**config.mk**
```make
export PLATFORM = sky130hd
export DESIGN_NAME = rat_path_stack
export DESIGN_NICKNAME = d
export VERILOG_FILES = /design/src/rtl/rat_path_stack.sv
export SDC_FILE = /design/constraint.sdc
export NUM_CORES = 1
export LEC_CHECK = 0
export CAP_MARGIN = 40
export CORE_ASPECT_RATIO = 1.1
export CORE_MARGIN = 3
export CORE_UTILIZATION = 35
export CTS_CLUSTER_SIZE = 25
export DETAILED_ROUTE_END_ITERATION = 7
export GPL_TIMING_DRIVEN = 0
export PLACE_DENSITY = 0.48
export SLEW_MARGIN = 30
export SYNTH_ARGS = -nofsm -noshare
export SYNTH_HDL_FRONTEND = slang
export SYNTH_SLANG_ARGS = --single-unit
```
**constraint.sdc**
```tcl
create_clock -name clk -period 7.4 [get_ports clk]
set_input_delay 1.48 -clock clk [delete_from_list [all_inputs] [get_ports clk]]
set_output_delay 1.48 -clock clk [all_outputs]
set_load 0.02 [all_outputs]
```
**src/rtl/rat_path_stack.sv**
```systemverilog
// rat_path_stack: route stack for the rat-in-maze solver.
// Holds the committed step directions (push on step, pop on
// backtrack) and replays them start-to-rat, one per cycle.
//
// Ports:
//   clk        in   clock, rising edge
//   rst        in   synchronous reset, active-low
//   clear      in   empty the stack, clear sticky flags
//   push/pop   in   stack operations (both = replace top)
//   dir_in     in   direction 0 up, 1 right, 2 down, 3 left
//   run        in   start replay of the stored route
//   top_dir    out  top entry (0 when empty)
//   count      out  number of stored entries
//   empty/full out  count == 0 / count == DEPTH
//   overflow   out  sticky: push attempted while full
//   underflow  out  sticky: pop attempted while empty
//   move       out  replay strobe, move_dir valid while high
//   move_dir   out  replayed direction (holds when move = 0)
//   done       out  one-cycle pulse at end of replay
module rat_path_stack #(
    parameter int DEPTH = 256,
    parameter int CW    = 9
) (
    input  logic          clk,
    input  logic          rst,
    input  logic          clear,
    input  logic          push,
    input  logic          pop,
    input  logic [1:0]    dir_in,
    input  logic          run,
    output logic [1:0]    top_dir,
    output logic [CW-1:0] count,
    output logic          empty,
    output logic          full,
    output logic          overflow,
    output logic          underflow,
    output logic          move,
    output logic [1:0]    move_dir,
    output logic          done
);

    localparam int AW = CW - 1;

    localparam logic [1:0] S_BUILD  = 2'd0;
    localparam logic [1:0] S_REPLAY = 2'd1;
    localparam logic [1:0] S_DONE   = 2'd2;

    localparam logic [CW-1:0] C_ONE   = CW'(1);
    localparam logic [CW-1:0] C_DEPTH = CW'(DEPTH);
    localparam logic [AW-1:0] C_ONE_A = AW'(1);

    logic [1:0]    r_mem [DEPTH];
    logic [1:0]    r_state;
    logic [CW-1:0] r_count;
    logic [CW-1:0] r_ri;
    logic          r_ovf;
    logic          r_udf;
    logic          r_move;
    logic [1:0]    r_move_dir;
    logic          r_done;

    logic          w_empty;
    logic          w_full;
    logic [AW-1:0] w_top_idx;
    logic          w_stack_op;
    logic          w_wr_en;
    logic [AW-1:0] w_wr_idx;

    assign w_empty   = (r_count == '0);
    assign w_full    = (r_count == C_DEPTH);
    // Low bits of count-1; a full stack wraps to DEPTH-1 correctly.
    assign w_top_idx = r_count[AW-1:0] - C_ONE_A;

    // Stack operations only happen in BUILD, and clear/run win.
    assign w_stack_op = (r_state == S_BUILD) && !clear && !run;

    always_comb begin
        w_wr_en  = 1'b0;
        w_wr_idx = r_count[AW-1:0];
        if (w_stack_op && push) begin
            if (pop && !w_empty) begin
                w_wr_en  = 1'b1;
                w_wr_idx = w_top_idx;
            end else if (!w_full) begin
                w_wr_en  = 1'b1;
            end
        end
    end

    // Storage is deliberately not reset.
    always_ff @(posedge clk) begin
        if (w_wr_en) begin
            r_mem[w_wr_idx] <= dir_in;
        end
    end

    always_ff @(posedge clk) begin
        if (!rst) begin
            r_state    <= S_BUILD;
            r_count    <= '0;
            r_ri       <= '0;
            r_ovf      <= 1'b0;
            r_udf      <= 1'b0;
            r_move     <= 1'b0;
            r_move_dir <= 2'd0;
            r_done     <= 1'b0;
        end else begin
            r_move <= 1'b0;
            r_done <= 1'b0;
            case (r_state)
                S_BUILD: begin
                    if (clear) begin
                        r_count <= '0;
                        r_ovf   <= 1'b0;
                        r_udf   <= 1'b0;
                    end
                    if (run) begin
                        r_state <= S_REPLAY;
                        r_ri    <= '0;
                    end
                    if (w_stack_op) begin
                        if (push && pop && !w_empty) begin
                            r_count <= r_count;
                        end else if (push) begin
                            if (w_full) r_ovf <= 1'b1;
                            else        r_count <= r_count + C_ONE;
                        end else if (pop) begin
                            if (w_empty) r_udf <= 1'b1;
                            else         r_count <= r_count - C_ONE;
                        end
                    end
                end
                S_REPLAY: begin
                    if (r_ri < r_count) begin
                        r_move     <= 1'b1;
                        r_move_dir <= r_mem[r_ri[AW-1:0]];
                        r_ri       <= r_ri + C_ONE;
                    end else begin
                        r_state <= S_DONE;
                        r_done  <= 1'b1;
                    end
                end
                S_DONE: begin
                    r_state <= S_BUILD;
                end
                default: begin
                    r_state <= S_BUILD;
                end
            endcase
        end
    end

    assign top_dir   = w_empty ? 2'd0 : r_mem[w_top_idx];
    assign count     = r_count;
    assign empty     = w_empty;
    assign full      = w_full;
    assign overflow  = r_ovf;
    assign underflow = r_udf;
    assign move      = r_move;
    assign move_dir  = r_move_dir;
    assign done      = r_done;

endmodule
```
==> results.env, run 1 <==
TOTAL_CLOCK_BUFFERS_CREATED_BY_CTS=58
HP-START='move_dir[0]'
CRITICAL_PATH_REQUIRED_NS=5.92
POWER.INTERNAL_mW=5.06
WORSTSETUPSTARTPOINTTYPE='flop'
NETLIST_INSTANCES=1796
FIN_SETUP_TNS_NS=0
MET3ROUTEDLENGTH_UM=8170
TIMING.CRITICAL_PATH.FANOUT_MAX=8
COMBINATIONALPOWERSHARE_PCT=7.6
GLOBAL_ROUTE.USAGE.TOTAL_PCT=25.1
LAYOUT.CELLS.LARGEST_CLASS='flip-flops and latches'
BUF_SHARE_PCT=4.59
DRT-WIRELENGTH-PER-CELL_UM=34.6
PLACE_INST=2873
SEQ-POWER_mW=3.33
NUMSEQUENTIALCELLS=538
YOSYS.STAT.CHIPAREA_UM2=27300
HOLD_PATH_CLASS='reg2reg'
SYNTH_TOP_CELL_BY_COUNT='sky130_fd_sc_hd__edfxtp_1'
GRT_PASS1_VIAS=18500
FA_HA_AREA_SHARE_PCT=0.504
POSTSYNTHNETCOUNT=1815
POWER_DENSITY_nW_PER_UM2=213
YS_SH_SIMPLE_PCT=9.01
WORST_PATH_DOMINANT_CELL_FAMILY='buffers and inverters'
FINAL-HOLD-VIOLATION-COUNT=0
WHS_NS=0.464
PLACED_AREA_UM2=29200
FILLCELLCOUNT=7080
YS_TOP_CELLS_BY_COUNT='sky130_fd_sc_hd__edfxtp_1, sky130_fd_sc_hd__nor2_1, sky130_fd_sc_hd__mux4_2, sky130_fd_sc_hd__nand2_1, sky130_fd_sc_hd__clkbuf_1'
WORST_R2R_STARTPOINT='count[0]'
CLOCK_NETWORK_AREA_SHARE_PCT=5.62
NMULTIINPUTCOMBCELLS=1092
WORSTHOLDENDPOINT='move_dir[0]'
IO_PINS=27
AREA_GROWTH_PCT=13.7
YOSYSCELLCOUNT=1796
RUN_STATUS='completed'
POWERCLK_mW=2.77
WORST_R2R_PATH_DEPTH=13
FLOP_AREA_UM2=15900
POST_ROUTE_CELLS_DRIVE_ABOVE_1_SHARE_PCT=25.1
WORST_SKEW_PAIR.LATE_LATENCY_NS=0.63
ANTENNA_CELLS=1
CELLS_ON_WORST_HOLD_PATH=2
MAX_ROOT_SINK_BUFFERS=3
VIAS_PER_CELL=6.21
LARGESTPOWERGROUP='registers'
ARRIVAL_NS=5.89
TOPROUTINGLAYERUSED='met4'
GRT_FIRST_PASS_WIRELENGTH_UM=144000
REGISTERS.TOP_BY_FF_COUNT='r_mem'
DETAIL_ROUTE.ITER0.VIOLATIONS=2385
SYNTH_CELL_TYPES=73
SYNTHESIS.YOSYS.WARNINGS=0
GPL.FINAL_WEIGHTED_CONGESTION=0.926
WELL_TAP_COUNT=1026
MAXCAPVIOLCOUNT=0
NCLKBUFFERS=71
LARGEST_REGISTER_FF_COUNT=512
CRITICAL_PATH.MAX_STAGE_DELAY_NS=0.71
TIMING.MAX_SLEW.REL_SLACK_PCT=37.0
ROUTED-WL-MET2_UM=50400
FLOORPLAN.DIE.HEIGHT_UM=299
GRT-OVFL-TOTAL=0
FIN_CRIT_SH_PCT=99.6
PATH_CELLS='buf_2, inv_1, ha_1, clkbuf_1, clkbuf_1, buf_6, clkbuf_1, buf_6, mux4_2, nand2_1, nand3_1, nand3_1, a41oi_1, nor3_2, nor4_1, clkdlybuf4s50_1'
MOST_INSTANTIATED_LOGIC_CELLS_AFTER_ROUTING='sky130_fd_sc_hd__edfxtp_1, sky130_fd_sc_hd__nor2_1, sky130_fd_sc_hd__mux4_2, sky130_fd_sc_hd__nand2_1, sky130_fd_sc_hd__clkbuf_16'
FINAL_NETS=1932
DETAIL-ROUTE-ANTENNA-NETS=0
SYN_AVG_CELL_AREA_UM2=15.2
RRSETUPSLACK_NS=2.14
AREA.SHARE.COMBINATIONAL_PCT=34.2
SYNTH_MUX_SHARE_PCT=24.6
CTS_HOLD_BUF=0
DETAIL_ROUTE.WIRELENGTH.MET1_UM=40000
CRITICAL_PATH.SLOWEST_CELL='sky130_fd_sc_hd__clkdlybuf4s50_1'
WORSTMARGINPINSLEW_NS=0.940
SYNTH.YOSYS.SEQ_AREA_SHARE_PCT=58.2
SLEW_VIOL_FINAL=0
WORSTPATHBUFFERINVERTERCOUNT=8
[run 1: layer usage]
layer / track usage [%] / up-vias
li1: - / 7419
met1: 32.5 / 9836
met5: 0 / -
met4: 9.99 / 0
met2: 42.2 / 1040
met3: 4.37 / 219
[run 1: worst max path at each step]
stage,from,endpoint,cells past startpoint
after detailed placement,count[0],top_dir[0],15
after floorplan,count[0],top_dir[1],13
after CTS,count[0],top_dir[1],16
after global routing,count[0],top_dir[1],16
after global placement,dir_in[1],r_mem[144][1],1
final,count[0],top_dir[1],16
[run 1: worst min-delay path: stages (launching register included)]
cell,delay [ns]
sky130_fd_sc_hd__dfxtp_1,0.31
sky130_fd_sc_hd__nand2_1,0.05
sky130_fd_sc_hd__o2bb2ai_1,0.06
Fig. 1: run 1, track usage over the die
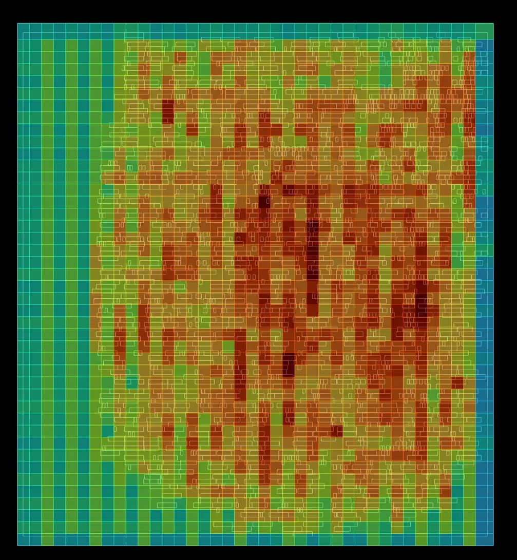
final core area utilization: 40.5%
GR Util met3: 4.37%
grt met2 use: 42.2%
global route hottest layer: met2

Fig. 2: run 1, the metal 3 layer
Scale: 1.5 px per um.
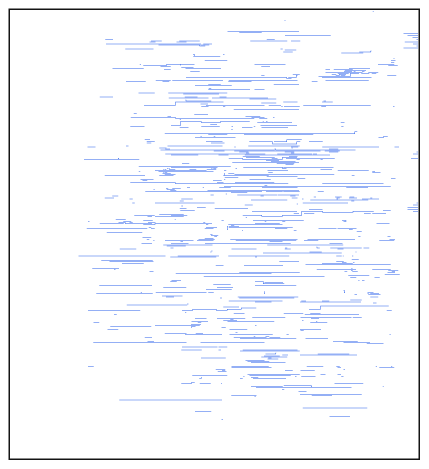
wire length on this layer: 8170 um
share of all routed wire: 7.9%
main direction: horizontal
total detailed-routing wirelength: 103000 um
via count: 18500

Fig. 3: run 1, placement by cell class
Scale: 1 px per um. Fill, decap, tap and diode cells in gray.
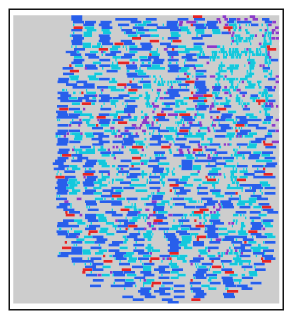
| color | class | cells | share of their area |
|---|---|---|---|
| blue | flip-flops | 538 | 53% |
| cyan | all other logic | 1113 | 36% |
| purple | other buffers and delay cells | 202 | 4.8% |
| red | clock drivers and dummy loads | 103 | 5.9% |
Cell Rows: 106
core outline area: 76700 um^2
cell area after layout: 31100 um^2
flop share of the area: 51.2%

## Run 2: what changed since run 1
- CAP_MARGIN: 40 -> default
- CTS_CLUSTER_SIZE: 25 -> default
- clock period: 7.4 -> 8.6 ns (I/O delays scaled with it)
Fig. 4: run 2, the metal 3 layer
Scale: 1.5 px per um.
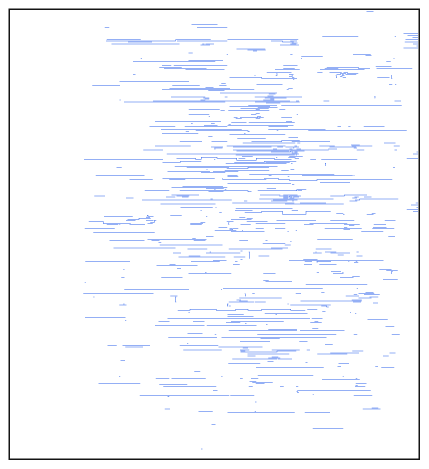
share of all routed wire: 7.6%
nets with wire on the layer: 328
via count: 18400
total detailed-routing wirelength: 103000 um
GR Util met3: 4.17%

==> run 2 against run 1 <==
Sequential power shrank 14%. Synthesized area unchanged. Critical path depth fell by 2. Die size did not move. Global-route usage shrank 0.077 points. Setup slack improved by 0.67 ns. Synthesized cell count unchanged. Hold slack better by 0.0044 ns. Non-clock buffer count fell by 27. Clock skew increased by 0.00091 ns. First-iteration DRC count up 2.1%. Critical path type unchanged. Largest power group unchanged.
==> results.env, run 2 <==
COMBINATIONALPOWERSHARE_PCT=7.4  # was 7.6%
TIMING.CRITICAL_PATH.FANOUT_MAX=10  # was 8
GRT_BUSIEST_LAYER='met2'  # unchanged
TOTAL_CLOCK_BUFFERS_CREATED_BY_CTS=56  # was 58
MET1_USAGE_PCT=32.4  # was 32.5%
POWER.INTERNAL_mW=4.36  # was 5.06 mW
SYNTH_CELL_TYPES=73  # unchanged
SYNTH_MUX_SHARE_PCT=24.6  # unchanged
NETLIST_INSTANCES=1796  # unchanged
GRT_PASS1_VIAS=18500  # about the same
YOSYS.STAT.CHIPAREA_UM2=27300  # unchanged
YOSYSCELLCOUNT=1796  # unchanged
FA_HA_AREA_SHARE_PCT=0.504  # unchanged
FINAL-HOLD-VIOLATION-COUNT=0  # unchanged
FLOORPLAN.DIE.HEIGHT_UM=299  # unchanged
SYNTH_TOP_CELL_BY_COUNT='sky130_fd_sc_hd__edfxtp_1'  # unchanged
ROW_COUNT=106  # unchanged
DRT-WIRELENGTH-PER-CELL_UM=34.9  # was 34.6 um
GRTUSAGEMET2_PCT=42.4  # was 42.2%
RUN_STATUS='completed'  # unchanged
DETAIL_ROUTE.ITER0.VIOLATIONS=2436  # was 2385
MET3ROUTEDLENGTH_UM=7850  # was 8170 um
VIAS_PER_CELL=6.23  # was 6.21
RRSETUPSLACK_NS=3.30  # was 2.14 ns
SLEW_VIOL_FINAL=0  # unchanged
PLACED_AREA_UM2=29000  # was 29200 um^2
IO_PINS=27  # unchanged
GRT-OVFL-TOTAL=0  # unchanged
CRITICAL_PATH.MAX_STAGE_DELAY_NS=0.74  # was 0.71 ns
WORST_R2R_STARTPOINT='count[0]'  # unchanged
WORST_SKEW_PAIR.LATE_LATENCY_NS=0.63  # about the same
AREA_GROWTH_PCT=12.7  # was 13.7%
DETAIL_ROUTE.WIRELENGTH.MET1_UM=40200  # was 40000 um
MAXCAPVIOLCOUNT=0  # unchanged
YS_SH_SIMPLE_PCT=9.01  # unchanged
FILLCELLCOUNT=7123  # was 7080
SYN_AVG_CELL_AREA_UM2=15.2  # unchanged
POSTSYNTHNETCOUNT=1815  # unchanged
TIMING.MAX_SLEW.REL_SLACK_PCT=26.5  # was 37.0%
POST_ROUTE_CELLS_DRIVE_ABOVE_1_SHARE_PCT=24.1  # was 25.1%
WORST_PATH_DOMINANT_CELL_FAMILY='buffers and inverters'  # unchanged
ANTENNA_CELLS=0  # was 1
MAX_ROOT_SINK_BUFFERS=3  # unchanged
SYNTH.YOSYS.SEQ_AREA_SHARE_PCT=58.2  # unchanged
PLACE_INST=2852  # was 2873
GPL.FINAL_WEIGHTED_CONGESTION=0.926  # unchanged
REGISTERS.TOP_BY_FF_COUNT='r_mem'  # unchanged
WORSTMARGINPINSLEW_NS=1.10  # was 0.940 ns
FIN_CRIT_SH_PCT=91.9
CRITICAL_PATH.SLOWEST_CELL='sky130_fd_sc_hd__clkbuf_1'  # was sky130_fd_sc_hd__clkdlybuf4s50_1
YS_TOP_CELLS_BY_COUNT='sky130_fd_sc_hd__edfxtp_1, sky130_fd_sc_hd__nor2_1, sky130_fd_sc_hd__mux4_2, sky130_fd_sc_hd__nand2_1, sky130_fd_sc_hd__clkbuf_1'  # unchanged
FINISH.UTILIZATION_PCT=40.2  # was 40.5%
CRITICAL_PATH_REQUIRED_NS=6.88  # was 5.92 ns
FINAL_NETS=1903  # was 1932
COREAREA_UM2=76700  # unchanged
GRT_FIRST_PASS_WIRELENGTH_UM=144000  # about the same
MOST_INSTANTIATED_LOGIC_CELLS_AFTER_ROUTING='sky130_fd_sc_hd__edfxtp_1, sky130_fd_sc_hd__nor2_1, sky130_fd_sc_hd__mux4_2, sky130_fd_sc_hd__nand2_1'  # was sky130_fd_sc_hd__edfxtp_1, sky130_fd_sc_hd__nor2_1, sky130_fd_sc_hd__mux4_2, sky130_fd_sc_hd__nand2_1, sky130_fd_sc_hd__clkbuf_16
Fig. 5: run 2, placement by cell class
Scale: 1 px per um. Fill, decap, tap and diode cells in gray.
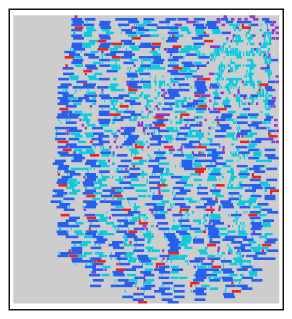
| color | class | cells | share of their area |
|---|---|---|---|
| blue | flip-flops | 538 | 54% |
| cyan | all other logic | 1113 | 36% |
| red | clock drivers and dummy loads | 103 | 6.0% |
| purple | other buffers and delay cells | 175 | 4.0% |
cell area after layout: 30800 um^2
flop share of the area: 51.6%

[run 2: how the worst max path moves through the flow]
stage	cells after the start	endpoint	slack [ns]	from
detailed placement	14	top_dir[1]	1.31	count[0]
global placement	1	r_mem[144][1]	-1.51	dir_in[1]
finish	14	top_dir[1]	0.70	count[0]
CTS	14	top_dir[1]	0.65	count[0]
global route	14	top_dir[0]	0.41	count[0]
floorplan	13	top_dir[1]	3.59	count[0]
[run 2: cell type report]
cell class                 count  area [um^2]  share of cell area, %
inverter                      21         78.8                  0.256
multi-input combinational   1092        10600                   34.5
sequential                   538        15900                   51.6
clock inverter                36          318                   1.03
timing repair buffer          30          375                   1.22
buffer                       145          791                   2.57
tap                         1026         1280                   4.17
clock buffer                  67         1440                   4.68
Fig. 6: run 2, track usage over the die
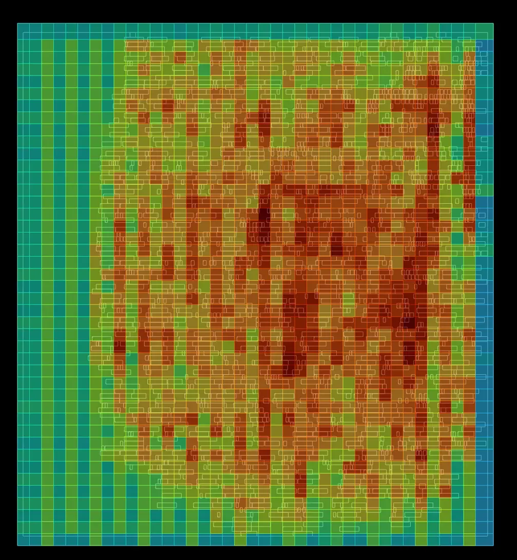

## Run 3: what changed since run 2
- CORE_MARGIN: 3 -> 2
- PLACE_DENSITY: 0.48 -> 0.51
Fig. 7: run 3, track usage over the die
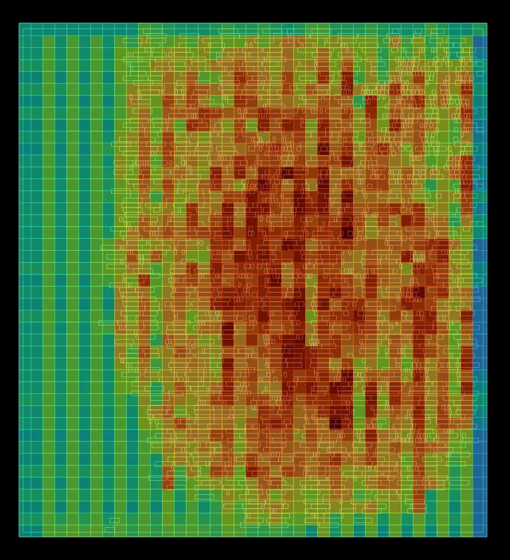
gr usage total: 24.8%
GR met1 Demand/Resource: 30.8%
GR Util met3: 5.78%
grt met2 use: 41.4%
final core area utilization: 39.9%

Fig. 8: run 3, the metal 3 layer
Scale: 1.5 px per um.
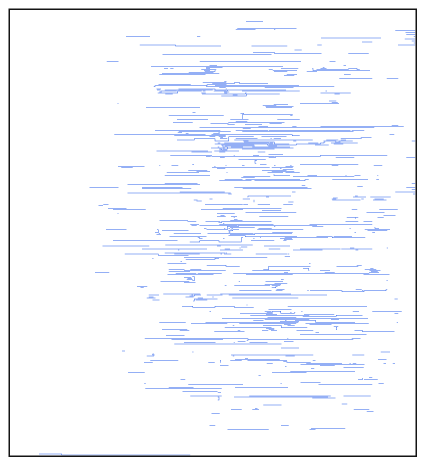
share of all routed wire: 8.8%
main direction: horizontal
wire length on this layer: 8860 um
longest straight run: 116 um
total detailed-routing wirelength: 101000 um
via count: 18200

==> run 3 against run 2 <==
Critical path type unchanged. Sequential cell count unchanged. Combinational power down 1%. Clock skew up 0.017 ns. Setup slack better by 0.049 ns. Critical endpoint unchanged.
==> results.env, run 3 <==
RUN_STATUS='completed'  # unchanged
WORSTPATHBUFFERINVERTERCOUNT=6  # unchanged
GRT_PASS1_VIAS=18400  # was 18500
GPL.FINAL_WEIGHTED_CONGESTION=0.895  # was 0.926
NNONCLKBUFFERS=175  # unchanged
YS_SH_SIMPLE_PCT=9.01  # unchanged
TIMING.MAX_SLEW.REL_SLACK_PCT=29.6  # was 26.5%
POWER.INTERNAL_mW=4.42  # was 4.36 mW
TOTAL_CLOCK_BUFFERS_CREATED_BY_CTS=56  # unchanged
ROW_COUNT=107  # was 106
CELLS_ON_WORST_HOLD_PATH=2  # unchanged
SYNTH.YOSYS.SEQ_AREA_SHARE_PCT=58.2  # unchanged
SYNTH_MUX_SHARE_PCT=24.6  # unchanged
SYNTH_CELL_TYPES=73  # unchanged
HOLD_PATH_CLASS='reg2reg'  # unchanged
REGISTERS.TOP_BY_FF_COUNT='r_mem'  # unchanged
FIN_CRIT_SH_PCT=91.3  # was 91.9%
AREA_GROWTH_PCT=12.9  # was 12.7%
LAYOUT.CELLS.LARGEST_CLASS='flip-flops and latches'  # unchanged
NMULTIINPUTCOMBCELLS=1092  # unchanged
FIN_SETUP_TNS_NS=0  # unchanged
FLOP_AREA_UM2=15900  # unchanged
VIAS_PER_CELL=6.13  # was 6.23
WORST_R2R_PATH_DEPTH=13  # unchanged
FLOORPLAN.DIE.HEIGHT_UM=297  # was 299 um
SLEW_VIOL_FINAL=0  # unchanged
COMBINATIONALPOWERSHARE_PCT=7.2  # was 7.4%
ARRIVAL_NS=6.13  # was 6.18 ns
WORSTHOLDENDPOINT='move_dir[0]'  # unchanged
DRT-WIRELENGTH-PER-CELL_UM=34.0  # was 34.9 um
CRITICAL_PATH_REQUIRED_NS=6.88  # about the same
BUF_SHARE_PCT=3.77  # was 3.79%
PATH_CELLS='buf_2, inv_1, ha_1, clkbuf_1, clkbuf_1, clkbuf_1, mux4_2, nand2_1, nand3_1, nand3_1, a41oi_1, nor3_1, nor4_1, clkdlybuf4s50_1'  # unchanged
SEQ-POWER_mW=2.87  # about the same
GRT_FIRST_PASS_WIRELENGTH_UM=141000  # was 144000 um
NCLKBUFFERS=66  # was 67
LAYOUT.NON_CLOCK_INVERTERS=21  # unchanged
HP-START='move_dir[0]'  # unchanged
RRSETUPSLACK_NS=3.46  # was 3.30 ns
YOSYSCELLCOUNT=1796  # unchanged
DETAIL-ROUTE-ANTENNA-NETS=0  # unchanged
SYNTHESIS.YOSYS.WARNINGS=0  # unchanged
WORST_SKEW_PAIR.LATE_LATENCY_NS=0.65  # was 0.63 ns
DETAIL_ROUTE.ITER0.VIOLATIONS=2425  # was 2436
YOSYS.STAT.CHIPAREA_UM2=27300  # unchanged
PLACED_AREA_UM2=29000  # about the same
POSTSYNTHNETCOUNT=1815  # unchanged
FINAL-HOLD-VIOLATION-COUNT=0  # unchanged
WELL_TAP_COUNT=1035  # was 1026
POWERCLK_mW=2.45  # was 2.40 mW
YS_TOP_CELLS_BY_COUNT='sky130_fd_sc_hd__edfxtp_1, sky130_fd_sc_hd__nor2_1, sky130_fd_sc_hd__mux4_2, sky130_fd_sc_hd__nand2_1, sky130_fd_sc_hd__clkbuf_1'  # unchanged
MAX_ROOT_SINK_BUFFERS=3  # unchanged
LARGESTPOWERGROUP='registers'  # unchanged
SYN_AVG_CELL_AREA_UM2=15.2  # unchanged
FINAL_NETS=1903  # unchanged
NUMSEQUENTIALCELLS=538  # unchanged
CRITICAL_PATH.SLOWEST_CELL='sky130_fd_sc_hd__nor3_1'  # was sky130_fd_sc_hd__clkbuf_1
WORSTSETUPSTARTPOINTTYPE='flop'  # unchanged
TIMING.CRITICAL_PATH.FROM='count[0]'  # unchanged
WORST_R2R_STARTPOINT='count[0]'  # unchanged
POST_ROUTE_CELLS_DRIVE_ABOVE_1_SHARE_PCT=24.3  # was 24.1%
IO_PINS=27  # unchanged
PLACE_INST=2861  # was 2852
POWER_DENSITY_nW_PER_UM2=186  # was 185 nW/um^2
LARGEST_REGISTER_FF_COUNT=512  # unchanged
CLOCK_NETWORK_AREA_SHARE_PCT=5.85  # was 5.71%
LAYOUT.AREA.COMB_UM2=10600  # about the same
TIMING.CRITICAL_PATH.FANOUT_MAX=10  # unchanged
AREA.SHARE.COMBINATIONAL_PCT=34.4  # was 34.5%
FA_HA_AREA_SHARE_PCT=0.504  # unchanged
CTS_HOLD_BUF=0  # unchanged
POSTLAYOUTCELLAREA_UM2=30900  # was 30800 um^2
CRITICAL_PATH.MAX_STAGE_DELAY_NS=0.76  # was 0.74 ns
COREAREA_UM2=77400  # was 76700 um^2
WORST_PATH_DOMINANT_CELL_FAMILY='buffers and inverters'  # unchanged
-- run 3: cell count changes in the layout (fill, tap and decap cells not counted), moves of 2 or more --
cell,before,now
sky130_fd_sc_hd__clkinv_2,7,17
sky130_fd_sc_hd__clkbuf_1,56,58
sky130_fd_sc_hd__clkbuf_2,20,17
sky130_fd_sc_hd__clkinvlp_4,4,1
sky130_fd_sc_hd__clkinv_4,2,0
sky130_fd_sc_hd__bufinv_16,5,7
sky130_fd_sc_hd__clkinv_1,19,13
-- run 3: per-layer routing --
| metal | GRT usage (%) | routed length [um] | vias to the layer above |
|---|---|---|---|
| li1 | - | - | 7352 |
| met1 | 30.8 | 37700 | 9557 |
| met2 | 41.4 | 49300 | 1036 |
| met3 | 5.78 | 8860 | 235 |
| met4 | 10.9 | 4860 | 0 |
| met5 | 0 | 0 | - |
Power is estimated from default activity; no workload was simulated.
